Fig. 1: run 1, port wiring
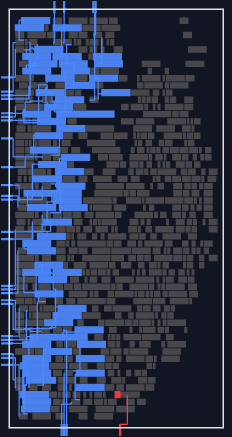
Fig. 2: run 1, sequential cells grouped by signal name
The bar under the picture is 20 um long. Other sequential cells in the stronger gray, the rest of the logic in the fainter gray.
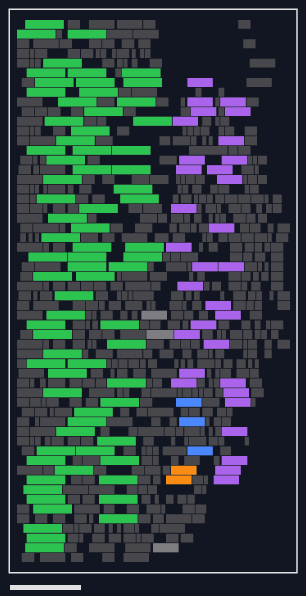
Fig. 3: run 1, the clock network
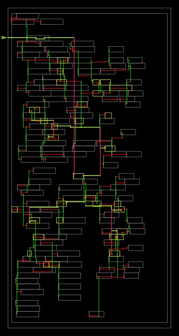
===== src/rtl/wb_pkg.sv =====
// Shared widths and grant encoding for the register-file write-port arbiter.
package wb_pkg;
   localparam int XLEN     = 32;
   localparam int REG_W    = 5;
   localparam int NUM_REGS = 32;

   typedef enum logic [1:0] {
      GNT_NONE = 2'd0,
      GNT_PIPE = 2'd1,
      GNT_FIFO = 2'd2
   } grant_e;
endpackage


===== src/rtl/wb_port_arbiter_if.sv =====
// Writeback, long-unit, scoreboard and register-file port signals of the write-port arbiter.
interface wb_port_arbiter_if
   import wb_pkg::*;
#(
   parameter int XLEN = wb_pkg::XLEN
);
   logic             wb_valid;
   logic [REG_W-1:0] wb_reg;
   logic [XLEN-1:0]  wb_data;
   logic             wb_stall;
   logic             lu_valid;
   logic [REG_W-1:0] lu_reg;
   logic [XLEN-1:0]  lu_data;
   logic             lu_ready;
   logic             sb_set;
   logic [REG_W-1:0] sb_reg;
   logic [REG_W-1:0] rs1;
   logic [REG_W-1:0] rs2;
   logic             rs1_busy;
   logic             rs2_busy;
   logic [REG_W-1:0] wreg;
   logic [XLEN-1:0]  wdata;
   logic             wen;

   modport master (
      output wb_valid, wb_reg, wb_data, lu_valid, lu_reg, lu_data,
             sb_set, sb_reg, rs1, rs2,
      input  wb_stall, lu_ready, rs1_busy, rs2_busy, wreg, wdata, wen
   );

   modport slave (
      input  wb_valid, wb_reg, wb_data, lu_valid, lu_reg, lu_data,
             sb_set, sb_reg, rs1, rs2,
      output wb_stall, lu_ready, rs1_busy, rs2_busy, wreg, wdata, wen
   );
endinterface


===== src/rtl/wb_result_fifo.sv =====
// Small power-of-two FIFO holding long-unit results ({reg, data}) awaiting a write-port slot.
module wb_result_fifo #(
   parameter  int W     = 37,
   parameter  int DEPTH = 2,
   localparam int PTR_W = $clog2(DEPTH),
   localparam int CNT_W = PTR_W + 1
) (
   input  logic             clk,
   input  logic             reset,
   input  logic             i_push,
   input  logic [W-1:0]     i_wdata,
   input  logic             i_pop,
   output logic [W-1:0]     o_head,
   output logic             o_full,
   output logic             o_empty,
   output logic [CNT_W-1:0] o_count
);
   logic [W-1:0]     r_mem [DEPTH];
   logic [PTR_W-1:0] r_wptr;
   logic [PTR_W-1:0] r_rptr;
   logic [CNT_W-1:0] r_count;
   logic             w_push;
   logic             w_pop;

   assign o_full  = (r_count == CNT_W'(DEPTH));
   assign o_empty = (r_count == '0);
   assign o_count = r_count;
   assign o_head  = r_mem[r_rptr];
   assign w_push  = i_push & ~o_full;
   assign w_pop   = i_pop & ~o_empty;

   always_ff @(posedge clk) begin
      if (reset) begin
         r_wptr  <= '0;
         r_rptr  <= '0;
         r_count <= '0;
      end else begin
         if (w_push) r_wptr <= r_wptr + 1'b1;
         if (w_pop)  r_rptr <= r_rptr + 1'b1;
         case ({w_push, w_pop})
            2'b10:   r_count <= r_count + 1'b1;
            2'b01:   r_count <= r_count - 1'b1;
            default: r_count <= r_count;
         endcase
      end
   end

   // Storage is data only; validity is carried entirely by the pointers and count.
   always_ff @(posedge clk) begin
      if (w_push) r_mem[r_wptr] <= i_wdata;
   end
endmodule


===== src/rtl/wb_port_arbiter.sv =====
// Arbitrates the single register-file write port between writeback and buffered
// long-unit results, and tracks registers with outstanding long-unit writes.
module wb_port_arbiter
   import wb_pkg::*;
#(
   parameter int XLEN       = wb_pkg::XLEN,
   parameter int FIFO_DEPTH = 2,
   parameter int MAX_WAIT   = 4
) (
   input  logic          clk,
   input  logic          reset,
   wb_port_arbiter_if.slave bus
);
   localparam int AGE_W = $clog2(MAX_WAIT + 1);
   localparam int ENT_W = REG_W + XLEN;
   localparam int CNT_W = $clog2(FIFO_DEPTH) + 1;

   logic [AGE_W-1:0]    r_age;
   logic [NUM_REGS-1:0] r_busy;
   logic [NUM_REGS-1:0] w_busy_nxt;
   logic [ENT_W-1:0]    w_head;
   logic [REG_W-1:0]    w_head_reg;
   logic [XLEN-1:0]     w_head_data;
   logic                w_full;
   logic                w_empty;
   logic [CNT_W-1:0]    w_count;
   logic                w_force;
   logic                w_pop;
   grant_e              w_grant;

   function automatic logic [AGE_W-1:0] age_inc(input logic [AGE_W-1:0] a);
      return (a >= AGE_W'(MAX_WAIT)) ? a : a + 1'b1;
   endfunction

   wb_result_fifo #(
      .W     (ENT_W),
      .DEPTH (FIFO_DEPTH)
   ) u_fifo (
      .clk     (clk),
      .reset   (reset),
      .i_push  (bus.lu_valid),
      .i_wdata ({bus.lu_reg, bus.lu_data}),
      .i_pop   (w_pop),
      .o_head  (w_head),
      .o_full  (w_full),
      .o_empty (w_empty),
      .o_count (w_count)
   );

   assign {w_head_reg, w_head_data} = w_head;
   assign w_force = ~w_empty & ((r_age >= AGE_W'(MAX_WAIT)) | w_full);

   always_comb begin
      w_grant = GNT_NONE;
      if (reset)              w_grant = GNT_NONE;
      else if (w_force)       w_grant = GNT_FIFO;
      else if (bus.wb_valid)  w_grant = GNT_PIPE;
      else if (~w_empty)      w_grant = GNT_FIFO;
   end

   assign w_pop        = (w_grant == GNT_FIFO);
   assign bus.wreg     = w_pop ? w_head_reg  : bus.wb_reg;
   assign bus.wdata    = w_pop ? w_head_data : bus.wb_data;
   assign bus.wen      = (w_grant != GNT_NONE) & (bus.wreg != '0);
   assign bus.wb_stall = w_pop & bus.wb_valid;
   assign bus.lu_ready = ~w_full & ~reset;
   assign bus.rs1_busy = r_busy[bus.rs1];
   assign bus.rs2_busy = r_busy[bus.rs2];

   // Age only advances while a buffered result is being passed over by the pipeline.
   always_ff @(posedge clk) begin
      if (reset)                      r_age <= '0;
      else if (w_pop | w_empty)       r_age <= '0;
      else if (w_grant == GNT_PIPE)   r_age <= age_inc(r_age);
   end

   always_comb begin
      w_busy_nxt = r_busy;
      if (w_pop) w_busy_nxt[w_head_reg] = 1'b0;
      if (bus.sb_set && (bus.sb_reg != '0)) w_busy_nxt[bus.sb_reg] = 1'b1;
   end

   always_ff @(posedge clk) begin
      if (reset) r_busy <= '0;
      else       r_busy <= w_busy_nxt;
   end

   a_push_ready: assert property (@(posedge clk) disable iff (reset)
      !(bus.lu_valid && !bus.lu_ready));
   a_pipe_waw: assert property (@(posedge clk) disable iff (reset)
      !((w_grant == GNT_PIPE) && bus.wen && r_busy[bus.wb_reg]));
   a_count_range: assert property (@(posedge clk) disable iff (reset)
      w_count <= CNT_W'(FIFO_DEPTH));
endmodule

===== src/flat_wrapper.sv =====
// flat-port wrapper written by rule: the top's interface ports become plain ports
module wb_port_arbiter_flat import wb_pkg::*;
#(
   parameter int XLEN       = wb_pkg::XLEN,
   parameter int FIFO_DEPTH = 2,
   parameter int MAX_WAIT   = 4
)
  (clk, reset, bus_wb_valid, bus_wb_reg, bus_wb_data, bus_lu_valid, bus_lu_reg, bus_lu_data, bus_sb_set, bus_sb_reg, bus_rs1, bus_rs2, bus_wb_stall, bus_lu_ready, bus_rs1_busy, bus_rs2_busy, bus_wreg, bus_wdata, bus_wen);
  wb_port_arbiter_if #(.XLEN(XLEN)) bus_i ();
  input  logic clk;
  input  logic reset;
  input wire logic [$bits(bus_i.wb_valid)-1:0] bus_wb_valid;
  input wire logic [$bits(bus_i.wb_reg)-1:0] bus_wb_reg;
  input wire logic [$bits(bus_i.wb_data)-1:0] bus_wb_data;
  input wire logic [$bits(bus_i.lu_valid)-1:0] bus_lu_valid;
  input wire logic [$bits(bus_i.lu_reg)-1:0] bus_lu_reg;
  input wire logic [$bits(bus_i.lu_data)-1:0] bus_lu_data;
  input wire logic [$bits(bus_i.sb_set)-1:0] bus_sb_set;
  input wire logic [$bits(bus_i.sb_reg)-1:0] bus_sb_reg;
  input wire logic [$bits(bus_i.rs1)-1:0] bus_rs1;
  input wire logic [$bits(bus_i.rs2)-1:0] bus_rs2;
  output wire logic [$bits(bus_i.wb_stall)-1:0] bus_wb_stall;
  output wire logic [$bits(bus_i.lu_ready)-1:0] bus_lu_ready;
  output wire logic [$bits(bus_i.rs1_busy)-1:0] bus_rs1_busy;
  output wire logic [$bits(bus_i.rs2_busy)-1:0] bus_rs2_busy;
  output wire logic [$bits(bus_i.wreg)-1:0] bus_wreg;
  output wire logic [$bits(bus_i.wdata)-1:0] bus_wdata;
  output wire logic [$bits(bus_i.wen)-1:0] bus_wen;
  assign bus_i.wb_valid = bus_wb_valid;
  assign bus_i.wb_reg = bus_wb_reg;
  assign bus_i.wb_data = bus_wb_data;
  assign bus_i.lu_valid = bus_lu_valid;
  assign bus_i.lu_reg = bus_lu_reg;
  assign bus_i.lu_data = bus_lu_data;
  assign bus_i.sb_set = bus_sb_set;
  assign bus_i.sb_reg = bus_sb_reg;
  assign bus_i.rs1 = bus_rs1;
  assign bus_i.rs2 = bus_rs2;
  assign bus_wb_stall = bus_i.wb_stall;
  assign bus_lu_ready = bus_i.lu_ready;
  assign bus_rs1_busy = bus_i.rs1_busy;
  assign bus_rs2_busy = bus_i.rs2_busy;
  assign bus_wreg = bus_i.wreg;
  assign bus_wdata = bus_i.wdata;
  assign bus_wen = bus_i.wen;
  wb_port_arbiter #(.XLEN(XLEN), .FIFO_DEPTH(FIFO_DEPTH), .MAX_WAIT(MAX_WAIT)) u_core (.clk(clk), .reset(reset), .bus(bus_i));
endmodule

===== config.mk =====
export PLATFORM = sky130hd
export DESIGN_NAME = wb_port_arbiter_flat
export DESIGN_NICKNAME = d
export VERILOG_FILES = /design/src/rtl/wb_pkg.sv /design/src/rtl/wb_port_arbiter_if.sv /design/src/rtl/wb_result_fifo.sv /design/src/rtl/wb_port_arbiter.sv /design/src/flat_wrapper.sv
export SDC_FILE = /design/constraint.sdc
export NUM_CORES = 1
export LEC_CHECK = 0
export CAP_MARGIN = 10
export CORE_ASPECT_RATIO = 2
export CORE_MARGIN = 1.5
export CORE_UTILIZATION = 47
export CTS_BUF_LIST = sky130_fd_sc_hd__clkbuf_4 sky130_fd_sc_hd__clkbuf_8
export DETAILED_ROUTE_END_ITERATION = 16
export GPL_ROUTABILITY_DRIVEN = 0
export PLACE_DENSITY = 0.8
export SYNTH_ARGS = -nofsm -noshare
export SYNTH_HDL_FRONTEND = slang
export SYNTH_SLANG_ARGS = --single-unit

===== constraint.sdc =====
create_clock -name clk -period 2.8 [get_ports clk]
set_clock_uncertainty 0.05 [all_clocks]
set_input_delay 0.42 -clock clk [delete_from_list [all_inputs] [get_ports clk]]
set_output_delay 0.42 -clock clk [all_outputs]
set_load 0.05 [all_outputs]

==> results.yml, run 1 <==
# yosys + openroad results
yosys:
  ys_types: 46
  yosysChipArea_sq_mm: 0.005625
  top_cell: "sky130_fd_sc_hd__edfxtp_1"
  syn_nets: 592
  number_of_synthesized_flops_with_an_enable_pin: 74
  xor_xnor_fraction_of_synth_area: 0.006228
  synthesis.area_per_instance_sq_um: 11.36
  yosys-top-cells-count: "sky130_fd_sc_hd__edfxtp_1 (74), sky130_fd_sc_hd__mux2i_1 (58), sky130_fd_sc_hd__nor2_1 (48), sky130_fd_sc_hd__dfxtp_1 (40), sky130_fd_sc_hd__nand2_1 (40)"
  postSynthRegisterBits: 114
  synth-warning-count: 0
  synth_seq_share: 0.5374
  adder_cell_share_of_the_synthesized_area: 0.006673
  synth.area.top_cells: "sky130_fd_sc_hd__edfxtp_1 (40%), sky130_fd_sc_hd__dfxtp_1 (14%), sky130_fd_sc_hd__mux2i_1 (10%), sky130_fd_sc_hd__nand3b_1 (4.0%), sky130_fd_sc_hd__a21oi_1 (3.2%)"
  synth.cellmix.simpleShare: 0.1713
  synthDominantAreaCellType: "sky130_fd_sc_hd__edfxtp_1"
job:
  warnings: 28
  maxCapViolCount: 0
final_layout:
  layoutNonFillerInstCount: 797
  num-nonclk-buffers: 149
  num-clock-buffers: 17
  fraction_of_final_layout_cells_with_drive_strength_greater_than_1: 0.1840
  fillers: 841
  mi_logic_area_sq_mm: 0.002412
  antenna_cells: 0
pwr:
  p_clk_w: 0.00148
  power_frac_clock: 0.218
  pg_comb_w: 0.00317
  peakVddDrop_uv: 573.2
  largestPowerGroup: "combinational cells"
  psw_w: 0.002663
  power.density_cell_area_mw_per_mm2: 856.5
route:
  met3_wirelength_um: 959
  wl_per_cell_um: 18.13
  ant_nets: 0
  vias_per_cell: 5.615
  drtIter0Drc: 195
  first_pass_iters: 5
  topRoutingLayerUsed: "met4"
die:
  ios: 136
  placementRows: 56
sta:
  worst_pin_slew_ps: 552.4
  setup-tns-final_ps: 0
  final-max-slew-violation-count: 0
cts:
  post_cts.repair.setup_buffers: 0
  cts_tree: "built"
  cts_max_path_buffers: 2
  htreeDepth: 4
placed_design:
  port_buffers: 135
run_status:
  run_status: "complete, no violations"
hold_path:
  hold-path-endpoint: "u_core.r_busy[5]$_SDFF_PP0_"
  hold_start: "u_core.r_busy[5]$_SDFF_PP0_"
global_routing:
  global_route_wire_length_before_repair_um: 22770
  antenna_found_initial: 0
  grt_busiest_layer: "met2"
  global_route.usage.total: 0.2390
  number_of_global_route_vias_before_repair: 4743
worst_setup_path:
  timing.critical_path.depth: 7
-- Fig. 1 (at the start) --
[red] `bus_wb_stall` | direction: output | edge: bottom | end cells: 1 | wire: 15.0 um
[blue] `bus_lu_data` | direction: input | edge: 25 left, 4 top, 3 bottom | end cells: 64 | wire: 1080 um

-- Fig. 2 (at the start) --
[purple] `u_core.r_busy` | placed flops: 32
[green] `u_core.u_fifo.r_mem` | placed flops: 74
[blue] `u_core.r_age` | placed flops: 3
[orange] `u_core.u_fifo.o_count` | placed flops: 2

-- Fig. 3 (at the start) --
TritonCTS buffer count: 17
insertion delay to the later sink of the worst-skew pair: 420 ps

==> inputs of run 2 (changes only) <==
- CORE_UTILIZATION: 47 -> 52
- PLACE_DENSITY: 0.8 -> 0.84
- clock period: 2.8 -> 2.7 ns (I/O delays scaled with it)
Fig. 4: run 2, sequential cells grouped by signal name
The bar under the picture is 20 um long. Other sequential cells in the stronger gray, the rest of the logic in the fainter gray.
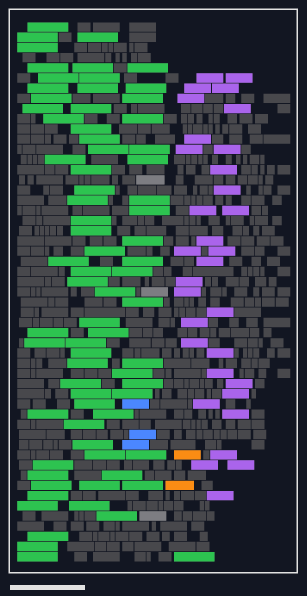
[green] `u_core.u_fifo.r_mem` | placed flops: 74
[blue] `u_core.r_age` | placed flops: 3
[purple] `u_core.r_busy` | placed flops: 32 | where: a column on the right
[orange] `u_core.u_fifo.o_count` | placed flops: 2

Fig. 5: run 2, cell sizes after repair
The bar under the picture is 20 um long.
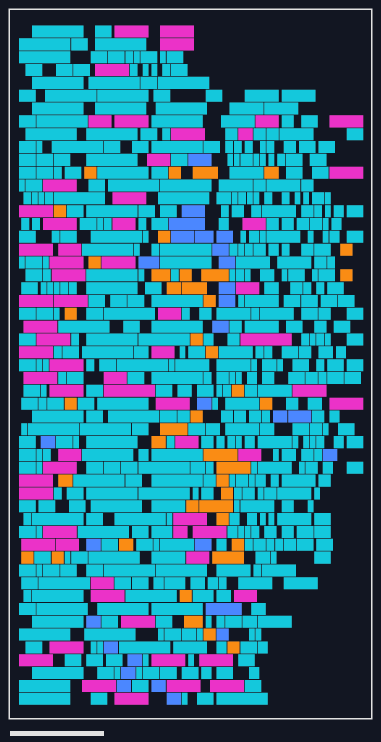
[blue] drive 2 | cells: 28 | share: 4.2%
[magenta] drive 6 and up | cells: 65 | share: 9.8%
[orange] drive 3 to 4 | cells: 41 | share: 6.2%
[cyan] drive 1 or less | cells: 526 | share: 80%

==> results.yml, run 2 <==
# yosys + openroad results
final_layout:
  num-clock-buffers: 18
  mi_logic_area_sq_mm: 0.002441
  fraction_of_final_layout_cells_with_drive_strength_greater_than_1: 0.2030
route:
  first_pass_iters: 7
  vias_per_cell: 5.910
  topRoutingLayerUsed: "met4"
  ant_nets: 0
cts:
  clk-insertion-delay-late_ps: 440
  htreeDepth: 4
  cts_tree: "built"
  cts_buffers: 17
yosys:
  yosysChipArea_sq_mm: 0.005625
  ys_types: 46
  adder_cell_share_of_the_synthesized_area: 0.006673
  yosys-top-cells-count: "sky130_fd_sc_hd__edfxtp_1 (74), sky130_fd_sc_hd__mux2i_1 (58), sky130_fd_sc_hd__nor2_1 (48), sky130_fd_sc_hd__dfxtp_1 (40), sky130_fd_sc_hd__nand2_1 (40)"
  synthesis.area_per_instance_sq_um: 11.36
  syn_nets: 592
  synth.area.top_cells: "sky130_fd_sc_hd__edfxtp_1 (40%), sky130_fd_sc_hd__dfxtp_1 (14%), sky130_fd_sc_hd__mux2i_1 (10%), sky130_fd_sc_hd__nand3b_1 (4.0%), sky130_fd_sc_hd__a21oi_1 (3.2%)"
  number_of_synthesized_flops_with_an_enable_pin: 74
job:
  warnings: 29
  maxCapViolCount: 0
sta:
  final-max-slew-violation-count: 0
  worst_pin_slew_ps: 544.6
die:
  ios: 136
  placementRows: 53
pwr:
  power_frac_clock: 0.220
  pg_comb_w: 0.00343
  peakVddDrop_uv: 791.2
  power.density_cell_area_mw_per_mm2: 904.1
global_routing:
  global_route_wire_length_before_repair_um: 23830
  antenna_found_initial: 0
  global_route.usage.total: 0.2764
  number_of_global_route_vias_before_repair: 4969
run_status:
  run_status: "complete, no violations"
hold_path:
  hold_start: "u_core.r_busy[12]$_SDFF_PP0_"
placed_design:
  port_buffers: 135
==> inputs of run 3 (changes only) <==
- SKIP_CTS_REPAIR_TIMING: unset -> 1
Fig. 6: run 3, sequential cells grouped by signal name
The bar under the picture is 20 um long. Other sequential cells in the stronger gray, the rest of the logic in the fainter gray.
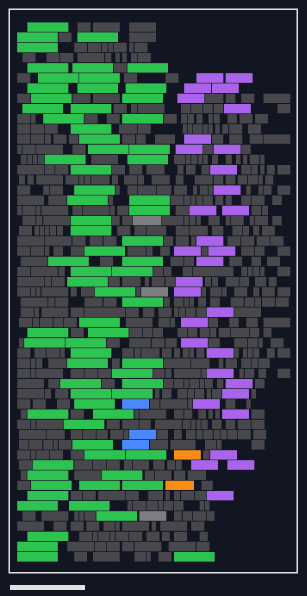
[blue] `u_core.r_age` | placed flops: 3
[purple] `u_core.r_busy` | placed flops: 32 | where: a column on the right
[orange] `u_core.u_fifo.o_count` | placed flops: 2
[green] `u_core.u_fifo.r_mem` | placed flops: 74

Fig. 7: run 3, port wiring
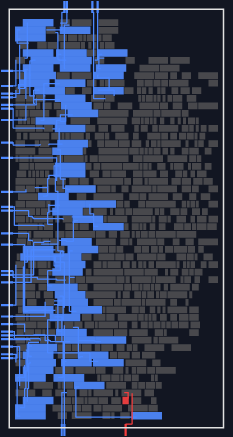
[blue] `bus_lu_data` | direction: input | edge: 26 left, 4 top, 2 bottom | end cells: 64 | wire: 1200 um
[red] `bus_wb_stall` | direction: output | edge: bottom | end cells: 1 | wire: 17.4 um

==> results.yml, run 3 <==
# yosys + openroad results
run_status:
  run_status: "complete, no violations"
yosys:
  ys_sh_mux: 0.1179
  yosys-top-cells-count: "sky130_fd_sc_hd__edfxtp_1 (74), sky130_fd_sc_hd__mux2i_1 (58), sky130_fd_sc_hd__nor2_1 (48), sky130_fd_sc_hd__dfxtp_1 (40), sky130_fd_sc_hd__nand2_1 (40)"
  top_cell: "sky130_fd_sc_hd__edfxtp_1"
  number_of_synthesized_flops_with_an_enable_pin: 74
  yosysChipArea_sq_mm: 0.005625
  postSynthRegisterBits: 114
  syn_nets: 592
  synthDominantAreaCellType: "sky130_fd_sc_hd__edfxtp_1"
  ys_types: 46
  synth-warning-count: 0
  adder_cell_share_of_the_synthesized_area: 0.006673
  xor_xnor_fraction_of_synth_area: 0.006228
  synth_seq_share: 0.5374
  synth.cellmix.simpleShare: 0.1713
  synthesis.area_per_instance_sq_um: 11.36
  synth.area.top_cells: "sky130_fd_sc_hd__edfxtp_1 (40%), sky130_fd_sc_hd__dfxtp_1 (14%), sky130_fd_sc_hd__mux2i_1 (10%), sky130_fd_sc_hd__nand3b_1 (4.0%), sky130_fd_sc_hd__a21oi_1 (3.2%)"
final_layout:
  num-clock-buffers: 18
  antenna_cells: 0
  mi_logic_area_sq_mm: 0.002426
  largest_registers: "u_core.u_fifo.r_mem: 74 flops, u_core.r_busy: 32 flops, u_core.r_age: 3 flops"
  fraction_of_final_layout_cells_with_drive_strength_greater_than_1: 0.2003
  layoutNonFillerInstCount: 796
  fillers: 624
  layout-area-overhead-vs-synth_pct: 42.19
  num-nonclk-buffers: 156
  sequential_cell_total: 114
hold_path:
  hold-path-endpoint: "u_core.r_busy[24]$_SDFF_PP0_"
  hold_start: "u_core.r_busy[24]$_SDFF_PP0_"
  holdPathStages: 2
sta:
  setup-tns-final_ps: 0
  finalCritPeriodShare: 0.9709
  final-max-slew-violation-count: 0
  slew_headroom: 0.6510
  worst_pin_slew_ps: 520.7
global_routing:
  antenna_found_initial: 0
  global_route.usage.total: 0.2764
  number_of_global_route_vias_before_repair: 4970
  use_met3: 0.08970
  grt_busiest_layer: "met2"
  global_route_wire_length_before_repair_um: 23830
worst_setup_path:
  path_class: "in -> out"
  reg2reg_setup_slack_ps: 530
  cp-start-kind: "input port"
  timing.critical_path.arrival_ps: 2170
  critical_path.cell_chain: "clkdlybuf4s50_1 -> buf_12 -> mux2i_1 -> a21oi_1 -> nand3_1 -> nand2_1 -> a311o_1 -> buf_4"
  timing.critical_path.depth: 8
job:
  warnings: 29
  maxCapViolCount: 0
cts:
  cts_max_path_buffers: 2
  htreeDepth: 4
  cts_sinks: 114
  clk-insertion-delay-late_ps: 440
  cts_tree: "built"
  cts_buffers: 17
placed_design:
  port_buffers: 135
pwr:
  largestPowerGroup: "combinational cells"
  power.density_cell_area_mw_per_mm2: 901.8
  pg_comb_w: 0.00340
  peakVddDrop_uv: 797.3
  p_clk_w: 0.00159
  power_frac_clock: 0.221
  seq_power_share: 0.309
  psw_w: 0.002793
die:
  placementRows: 53
  ios: 136
  die-height_um: 150.1
route:
  ant_nets: 0
  vias_per_cell: 5.883
  met3_wirelength_um: 1196
  wl_per_cell_um: 19.36
  drtIter0Drc: 337
  first_pass_iters: 5
  topRoutingLayerUsed: "met4"
Power figures rest on the tool's default switching activity, not on a simulated workload.
